===== config.mk =====
export PLATFORM = sky130hd
export DESIGN_NAME = ex_mem_pipe_reg
export DESIGN_NICKNAME = d
export VERILOG_FILES = /design/src/rtl/ex_mem_pipe_reg.sv
export SDC_FILE = /design/constraint.sdc
export NUM_CORES = 1
export LEC_CHECK = 0
export ABC_AREA = 1
export CAP_MARGIN = 20
export CORE_MARGIN = 3
export CORE_UTILIZATION = 33
export DETAILED_ROUTE_END_ITERATION = 6
export RECOVER_POWER = 100
export REMOVE_ABC_BUFFERS = 1
export SLEW_MARGIN = 25
export SYNTH_ARGS = -nofsm -noshare
export SYNTH_HDL_FRONTEND = slang
export SYNTH_SLANG_ARGS = --single-unit

===== constraint.sdc =====
create_clock -name clk_i -period 1.9 [get_ports clk_i]
set_input_delay 0.285 -clock clk_i [delete_from_list [all_inputs] [get_ports clk_i]]
set_output_delay 0.285 -clock clk_i [all_outputs]
set_load 0.005 [all_outputs]

===== src/rtl/ex_mem_pipe_reg.sv =====
// ex_mem_pipe_reg
// EX/MEM pipeline register with valid/ready handshakes on both sides.
// Carries writeback control, memory control, ALU result, store data and the
// destination register from EX to MEM.
//
// Handshake rule (both sides): a transfer happens at a rising clk_i edge
// where valid and ready are both 1. Valid, once raised, is held with stable
// payload until the transfer happens. Ready may be raised or dropped freely.
//
// Ports
//   clk_i        rising-edge clock
//   rst_i        asynchronous active-low reset
//   flush_i      synchronous flush, drops every held entry and any input
//   in_valid_i   EX offers an instruction
//   in_ready_o   register accepts this cycle
//   wb_i/m_i/alu_i/st_data_i/rd_i   EX payload, m_i[0]=MemWrite m_i[1]=MemRead
//   out_valid_o  MEM-side entry valid
//   out_ready_i  MEM accepts the entry
//   wb_o/mem_write_o/mem_read_o     control, forced to 0 while out_valid_o=0
//   alu_o/st_data_o/rd_o            data, hold last value when invalid
//   stall_cnt_o  saturating count of cycles with out_valid_o && !out_ready_i
//   dbg_state_o  occupancy state (00 empty, 01 one entry, 11 full)
module ex_mem_pipe_reg #(
  parameter int DATA_W = 32,
  parameter int RD_W   = 5,
  parameter int WB_W   = 2,
  parameter int SKID   = 1,
  parameter int CNT_W  = 16
) (
  input  logic              clk_i,
  input  logic              rst_i,
  input  logic              flush_i,
  input  logic              in_valid_i,
  output logic              in_ready_o,
  input  logic [WB_W-1:0]   wb_i,
  input  logic [1:0]        m_i,
  input  logic [DATA_W-1:0] alu_i,
  input  logic [DATA_W-1:0] st_data_i,
  input  logic [RD_W-1:0]   rd_i,
  output logic              out_valid_o,
  input  logic              out_ready_i,
  output logic [WB_W-1:0]   wb_o,
  output logic              mem_write_o,
  output logic              mem_read_o,
  output logic [DATA_W-1:0] alu_o,
  output logic [DATA_W-1:0] st_data_o,
  output logic [RD_W-1:0]   rd_o,
  output logic [CNT_W-1:0]  stall_cnt_o,
  output logic [1:0]        dbg_state_o
);

  // Bit 0 = main entry valid, bit 1 = skid entry valid.
  typedef enum logic [1:0] {
    ST_EMPTY = 2'b00,
    ST_ONE   = 2'b01,
    ST_FULL  = 2'b11
  } state_t;

  state_t state_q, state_d;
  logic   ready_q;
  logic   main_valid;
  logic   in_fire, out_fire;
  logic   load_main, load_skid, main_from_skid, clear_main;

  // Main entry drives the outputs directly.
  logic [WB_W-1:0]   wb_q;
  logic              mw_q, mr_q;
  logic [DATA_W-1:0] alu_q, st_q;
  logic [RD_W-1:0]   rd_q;

  // Skid entry holds the one instruction accepted while main was blocked.
  logic [WB_W-1:0]   sk_wb_q;
  logic [1:0]        sk_m_q;
  logic [DATA_W-1:0] sk_alu_q, sk_st_q;
  logic [RD_W-1:0]   sk_rd_q;

  logic [CNT_W-1:0]  stall_q;

  assign main_valid = state_q[0];
  assign out_fire   = main_valid && out_ready_i;
  // Flush wins over a same-edge input: the offer is not taken.
  assign in_fire    = in_valid_i && in_ready_o && !flush_i;

  // State register
  always_ff @(posedge clk_i or negedge rst_i) begin
    if (!rst_i) begin
      state_q <= ST_EMPTY;
      ready_q <= 1'b1;
    end else begin
      state_q <= state_d;
      // Registered ready keeps out_ready_i off the in_ready_o path.
      ready_q <= (state_d != ST_FULL);
    end
  end

  // Next-state logic
  always_comb begin
    state_d        = state_q;
    load_main      = 1'b0;
    load_skid      = 1'b0;
    main_from_skid = 1'b0;
    clear_main     = 1'b0;
    if (flush_i) begin
      state_d    = ST_EMPTY;
      clear_main = 1'b1;
    end else begin
      case (state_q)
        ST_EMPTY: begin
          if (in_fire) begin
            state_d   = ST_ONE;
            load_main = 1'b1;
          end
        end
        ST_ONE: begin
          if (in_fire && out_fire) begin
            load_main = 1'b1;
          end else if (in_fire && (SKID != 0)) begin
            state_d   = ST_FULL;
            load_skid = 1'b1;
          end else if (out_fire) begin
            state_d    = ST_EMPTY;
            clear_main = 1'b1;
          end
        end
        ST_FULL: begin
          if (out_fire) begin
            state_d        = ST_ONE;
            main_from_skid = 1'b1;
          end
        end
        default: begin
          state_d    = ST_EMPTY;
          clear_main = 1'b1;
        end
      endcase
    end
  end

  // Output logic
  always_comb begin
    in_ready_o  = (SKID != 0) ? ready_q : (!main_valid || out_ready_i);
    out_valid_o = main_valid;
    dbg_state_o = state_q;
  end

  // Payload registers. Control bits are cleared when main empties so the
  // squashed outputs come straight from flops; data bits are left to hold.
  always_ff @(posedge clk_i or negedge rst_i) begin
    if (!rst_i) begin
      wb_q  <= '0;
      mw_q  <= 1'b0;
      mr_q  <= 1'b0;
      alu_q <= '0;
      st_q  <= '0;
      rd_q  <= '0;
    end else if (load_main) begin
      wb_q  <= wb_i;
      mw_q  <= m_i[0];
      mr_q  <= m_i[1];
      alu_q <= alu_i;
      st_q  <= st_data_i;
      rd_q  <= rd_i;
    end else if (main_from_skid) begin
      wb_q  <= sk_wb_q;
      mw_q  <= sk_m_q[0];
      mr_q  <= sk_m_q[1];
      alu_q <= sk_alu_q;
      st_q  <= sk_st_q;
      rd_q  <= sk_rd_q;
    end else if (clear_main) begin
      wb_q <= '0;
      mw_q <= 1'b0;
      mr_q <= 1'b0;
    end
  end

  always_ff @(posedge clk_i or negedge rst_i) begin
    if (!rst_i) begin
      sk_wb_q  <= '0;
      sk_m_q   <= '0;
      sk_alu_q <= '0;
      sk_st_q  <= '0;
      sk_rd_q  <= '0;
    end else if (load_skid) begin
      sk_wb_q  <= wb_i;
      sk_m_q   <= m_i;
      sk_alu_q <= alu_i;
      sk_st_q  <= st_data_i;
      sk_rd_q  <= rd_i;
    end
  end

  // Back-pressure counter, saturating, cleared only by reset.
  always_ff @(posedge clk_i or negedge rst_i) begin
    if (!rst_i) begin
      stall_q <= '0;
    end else if (main_valid && !out_ready_i && (stall_q != {CNT_W{1'b1}})) begin
      stall_q <= stall_q + {{(CNT_W-1){1'b0}}, 1'b1};
    end
  end

  assign wb_o        = wb_q;
  assign mem_write_o = mw_q;
  assign mem_read_o  = mr_q;
  assign alu_o       = alu_q;
  assign st_data_o   = st_q;
  assign rd_o        = rd_q;
  assign stall_cnt_o = stall_q;

endmodule


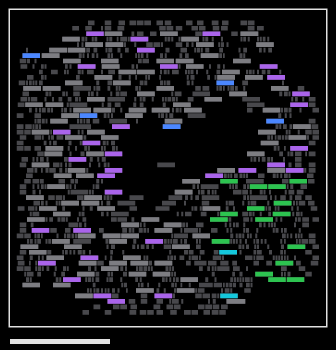
run_1/registers.png
The bar under the picture is 50 um long. Other sequential cells in the stronger grey, the rest of the logic in the fainter grey.
legend:
  blue:
    name_in_the_netlist: `sk_rd_q`
    placed_flops: 5
  purple:
    name_in_the_netlist: `alu_o`
    placed_flops: 32
    where: spread over the die
  green:
    name_in_the_netlist: `stall_cnt_o`
    placed_flops: 16
  cyan:
    name_in_the_netlist: `dbg_state_o`
    placed_flops: 2
not coloured: 110

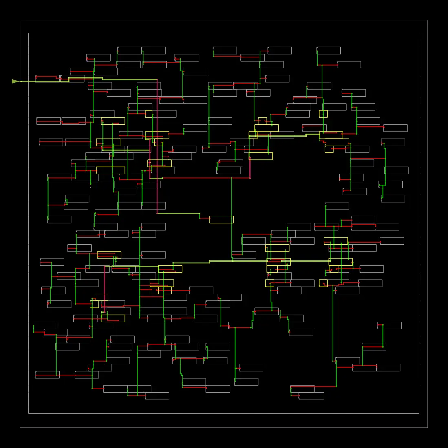
run_1/final_clocks.png
clk sinks: 165
total CTS buffers: 17
Late-Pin Clk Latency: 0.42 ns
clock buffers: 19

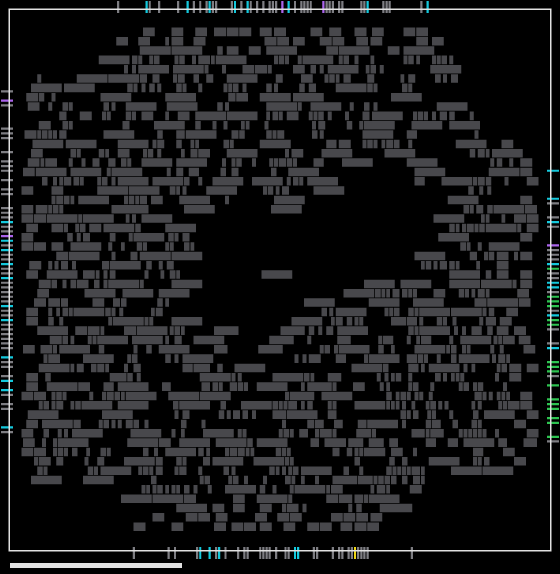
run_1/pins.png
The bar under the picture is 50 um long. Pins as bars across the die edge, other pins in grey.
legend:
  green:
    port: `stall_cnt_o`
    pins: 16
    direction: output
    edge: east
  purple:
    port: `rd_i`
    pins: 5
    direction: input
    edge: 2 north, 2 west, 1 east
  cyan:
    port: `alu_o`
    pins: 32
    direction: output
    edge: 11 west, 8 north, 8 east, 5 south
  yellow:
    port: `flush_i`
    pins: 1
    direction: input
    edge: south

==> qor.yml, run 1 <==
worstPathCellList: "buf_4, dlygate4sd3_1"
core_um2: 22200
p_sw_share_pct: 30.0
endpoint_kind: "output port"
crit_family: "buffers and inverters"
crit_buf_inv: 2
timing.rr.start: "dbg_state_o[0]$_DFF_PN0_"
clock_power_share_pct: 31.2
ys.flops: 165
fill_cells: 2179
routabilityCongestion: 0.802
status: "finished, final reports clean"
skew_ns: 0.0126
p_leak_uw: 0.00501
top_layer: "met4"
nNetsFinal: 1152
seq_area_share_pct: 40.4
maxCapViolCount: 0
power_uw: 11000
grt_util_all_layers_pct: 17.1
use_met2_pct: 27.2
simple_gate_share_pct: 28.9
area_growth_pct: 35.2
pwr.group.clock_uw: 3440
p_comb_uw: 2370
run_1/zoom.png
The bar under the picture is 20 um long. Region (54, 85) to (104, 135) um. Cells in grey, sequential cells in the stronger grey; small squares are vias.
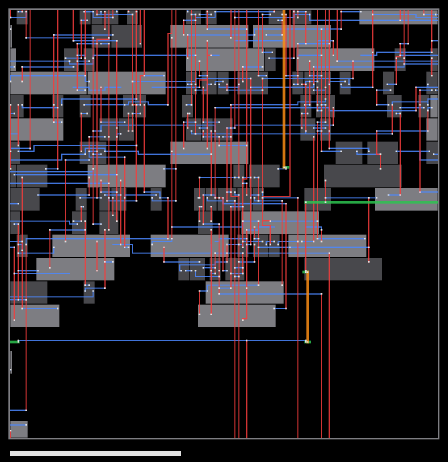

==> run 2: changes to the inputs <==
--- a/config.mk
+++ b/config.mk
@@ -5,14 +5,12 @@
 export SDC_FILE = /design/constraint.sdc
 export NUM_CORES = 1
 export LEC_CHECK = 0
-export ABC_AREA = 1
-export CAP_MARGIN = 20
+export CAP_MARGIN = 30
 export CORE_MARGIN = 3
 export CORE_UTILIZATION = 33
 export DETAILED_ROUTE_END_ITERATION = 6
 export RECOVER_POWER = 100
 export REMOVE_ABC_BUFFERS = 1
-export SLEW_MARGIN = 25
 export SYNTH_ARGS = -nofsm -noshare
 export SYNTH_HDL_FRONTEND = slang
 export SYNTH_SLANG_ARGS = --single-unit
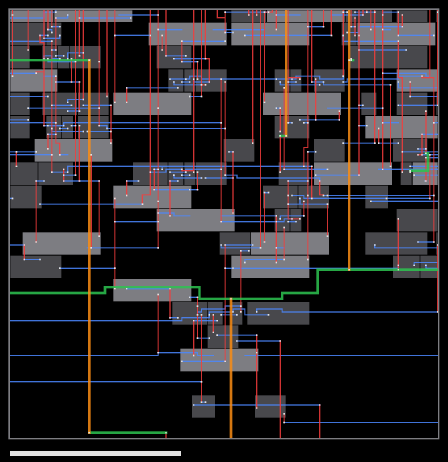
run_2/zoom.png
The bar under the picture is 20 um long. Region (51, 82) to (101, 132) um. Cells in grey, sequential cells in the stronger grey; small squares are vias.
legend:
  blue:
    layer: met1
  green:
    layer: met3
  red:
    layer: met2
  orange:
    layer: met4
cells with their middle in the window: 78
sequential cells in the window: 20
netlist names of flops here include: `sk_alu_q` (6), `alu_o` (5), `sk_st_q` (5)
most frequent: dfrtp_1 (20), mux2_2 (10)

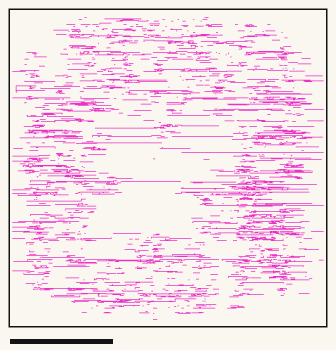
run_2/met1.png
The bar under the picture is 50 um long.
main direction: horizontal
share of all routed wire: 44%
wire length on this layer: 7450 um

==> run 2 against run 1 <==
  * Core utilization up 0.97 points
  * Clock power about the same
  * Sequential cell count unchanged
  * Highest routed layer unchanged
  * Critical path depth unchanged
==> qor.yml, run 2 <==
rr_endpoint: "mem_read_o$_DFFE_PN0P_"
power_uw: 10800
nNetsFinal: 845
clock_latency_ns: 0.41
top_layer: "met4"
p_comb_uw: 2320
area_growth_pct: 39.7
max_stage_delay_ns: 0.58
timing.rr.start: "dbg_state_o[1]$_DFF_PN0_"
ys.flop_type: "dfrtp_1"
endpoint_kind: "output port"
fill_cells: 1909
ctsHoldBuffers: 1
n_clock_buffer: 21
final_core_util_pct: 47.1
startpoint_type: "register"
skew_ns: 0.0114
cts_resized: 0
routabilityCongestion: 0.763
worstPathCellList: "buf_4, dlygate4sd3_1"
timing.final.ws_setup_ns: 0.0972
ys.flops: 165
drc_errors: 0
crit_family: "buffers and inverters"
status: "finished, final reports clean"
critPathKind: "reg2out"
cts_buffers: 17
p_sw_share_pct: 25.7
core_um2: 21100
maxCapViolCount: 0
dp_slack_ns: -0.0331
simple_gate_share_pct: 8.54
tap_cells: 275
ys_sh_xor_pct: 1.36
use_met2_pct: 23.3
p_leak_uw: 0.00477
crit_buf_inv: 2
drv_slew: 0
layout_top_cell: "dfrtp_1"
pwr.group.clock_uw: 3430
grt_util_all_layers_pct: 14.5
final_area_um2: 9930
cts_setup_buffers: 0
cts_sinks: 165
slew_headroom_pct: 40.5
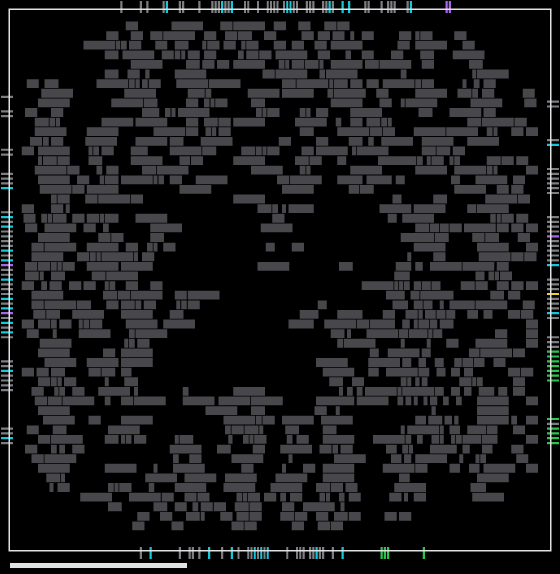
run_2/pins.png
The bar under the picture is 50 um long. Pins as bars across the die edge, other pins in grey.
legend:
  yellow:
    port: `flush_i`
    pins: 1
    direction: input
    edge: east
  cyan:
    port: `alu_o`
    pins: 32
    direction: output
    edge: 12 west, 9 north, 8 south, 3 east
  purple:
    port: `rd_i`
    pins: 5
    direction: input
    edge: 2 north, 2 west, 1 east
  green:
    port: `stall_cnt_o`
    pins: 16
    direction: output
    edge: 12 east, 4 south
all pins by edge: 47 west, 46 north, 46 east, 32 south

==> run 3: changes to the inputs <==
--- a/config.mk
+++ b/config.mk
@@ -8,6 +8,7 @@
 export CAP_MARGIN = 30
 export CORE_MARGIN = 3
 export CORE_UTILIZATION = 33
+export CTS_CLUSTER_SIZE = 16
 export DETAILED_ROUTE_END_ITERATION = 6
 export RECOVER_POWER = 100
 export REMOVE_ABC_BUFFERS = 1
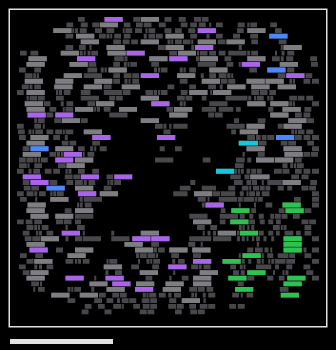
run_3/registers.png
The bar under the picture is 50 um long. Other sequential cells in the stronger grey, the rest of the logic in the fainter grey.
legend:
  cyan:
    name_in_the_netlist: `dbg_state_o`
    placed_flops: 2
  blue:
    name_in_the_netlist: `sk_rd_q`
    placed_flops: 5
  purple:
    name_in_the_netlist: `alu_o`
    placed_flops: 32
  green:
    name_in_the_netlist: `stall_cnt_o`
    placed_flops: 16
    where: south-east
not coloured: 110

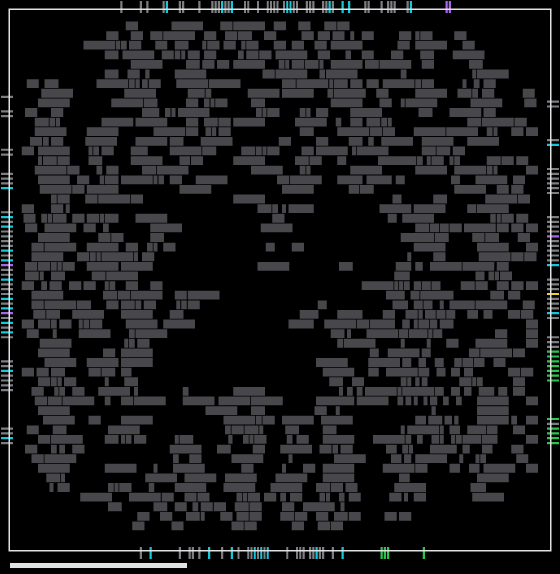
run_3/pins.png
The bar under the picture is 50 um long. Pins as bars across the die edge, other pins in grey.
legend:
  cyan:
    port: `alu_o`
    pins: 32
    direction: output
    edge: 12 west, 9 north, 8 south, 3 east
  yellow:
    port: `flush_i`
    pins: 1
    direction: input
    edge: east
  green:
    port: `stall_cnt_o`
    pins: 16
    direction: output
    edge: 12 east, 4 south
  purple:
    port: `rd_i`
    pins: 5
    direction: input
    edge: 2 north, 2 west, 1 east

==> run 3 against run 2 <==
  * Combinational power barely moved
  * Cell area did not move
  * Clock skew did not move
  * Maximum frequency did not move
  * Worst setup slack did not move
  * Count of clock-buffer cells in the layout did not move
  * Sequential share of layout area did not move
  * Register-to-register slack barely moved
  * Clock power barely moved
  * Total power did not move
  * Sequential power barely moved
  * Wire length did not move
  * Highest routed layer unchanged
==> qor.yml, run 3 <==
routabilityCongestion: 0.763
grt_pass1_vias: 5309
p_comb_uw: 2320
core_um2: 21100
timing.hold.ws_ns: 0.450
power_uw: 10800
drc_errors: 0
ys.flop_type: "dfrtp_1"
p_sw_share_pct: 25.7
dp_slack_ns: -0.0331
area_growth_pct: 39.7
buffers_excl_clock: 201
ys.flops: 165
cts_sinks: 165
layout_top_cell: "dfrtp_1"
final_area_um2: 9930
rr_endpoint: "mem_read_o$_DFFE_PN0P_"
nNetsFinal: 845
use_met2_pct: 23.3
drv_slew: 0
final_core_util_pct: 47.1
fin_crit_ns: 1.80
timing.rr.start: "dbg_state_o[1]$_DFF_PN0_"
max_freq_mhz: 555
cts_setup_buffers: 0
timing.final.ws_setup_ns: 0.0972
status: "finished, final reports clean"
top_layer: "met4"
clock_power_share_pct: 31.7
max_stage_delay_ns: 0.58
critPathKind: "reg2out"
reg2reg_slack_ns: 0.12
dieArea_um2: 23300
slew_headroom_pct: 40.5
seq_area_share_pct: 41.6
maxCapViolCount: 0
cts_buffers: 17
synth_area_um2: 7110
endpoint_kind: "output port"
crit_family: "buffers and inverters"
ctsHoldBuffers: 1
crit_buf_inv: 2
grt_util_all_layers_pct: 14.5
worstPathCellList: "buf_4, dlygate4sd3_1"
startpoint_type: "register"
inv_count: 4
ys_sh_xor_pct: 1.36
simple_gate_share_pct: 8.54
cts_resized: 0
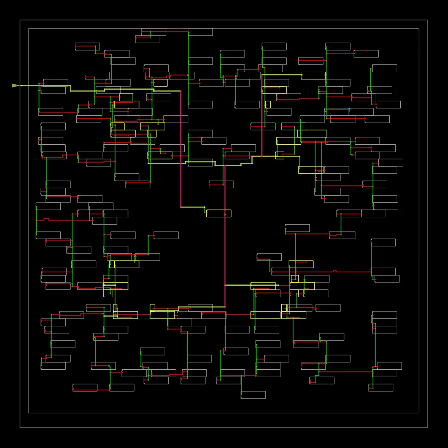
run_3/final_clocks.png
clk pwr: 3430 uW
Late-Pin Clk Latency: 0.41 ns
Setup Skew: 0.0114 ns
clock buffers: 21

Power is estimated from default activity; no workload was simulated.
